Fig. 1: cell density map
The die is cut into 6 by 7 equal tiles; white is low, dark blue is high, 0 to 100% covered.
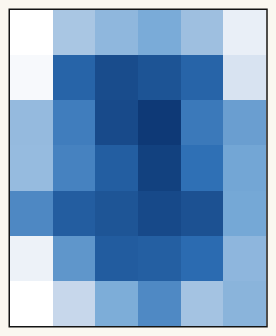
Fig. 2: placed cells, one color a class
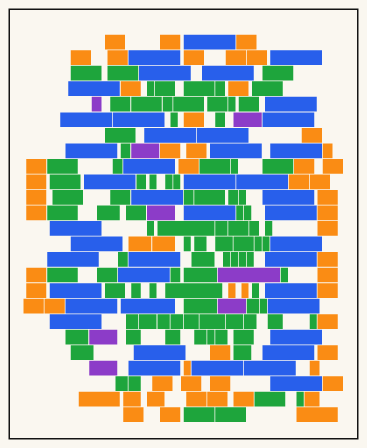
Design irf_wr_arbiter, sky130hd; sources not shown.
==> results.ini <==
[run_status]
status = finished clean

[drt]
wl_per_cell_um = 14.6
met2WireLength_um = 2080
highest-signal-layer = met4
viasPerCell = 4.94
drt-pass1-iter-count = 4
vias = 1275

[power]
swShare = 0.345
p_seq_mw = 1.20
power.density_nw_per_um2 = 1190
power.clock.fraction = 0.180

[floorplan]
dieWidth_um = 60.8
ios = 49

[clock_tree]
cts_resized = 2
cts-htree-levels = 2
path_clk_slew_ns = 0.08

[synth]
top_cell_area_share = 0.532
syn_area_um2 = 1980
ys_top_logic_family = multiplexers
synth-xor-area-share = 0.0209

[sta]
setup_ws_ns = 0.161
whs_ns = 0.291
setup_tns_ns = 0

[final_layout]
lay_top_count = clkdlybuf4s50_1
num-fill-cells = 280
comb_share = 0.308
areaGrowthSynthToFinish_pct = 34.3
nClkBuffers = 6
signal_buffers = 57

[critical_path]
arrival_ns = 1.91

[flow_run]
openroad.warnings = 26

[global_route]
antenna_found_initial = 0
grt_pass1_vias = 1321

## Picture notes: Fig. 1
tiles over 75% full	36%
densest ninth of the die	center
nearly empty tiles	4.8%
mean over tiles	57%
fullest tile	96%
Layout Utilization: 0.695
Init Core Util: 0.518

## Picture notes: Fig. 2
class	color	cells	share of their area
all other logic	green	96	32%
other buffers and delay cells	orange	57	22%
clock drivers and dummy loads	purple	8	4.5%
flip-flops	blue	43	42%
placeable core area: 3820 um^2
flop share of the area: 0.406
Cell Rows: 25
Final Instance Area: 2650 um^2

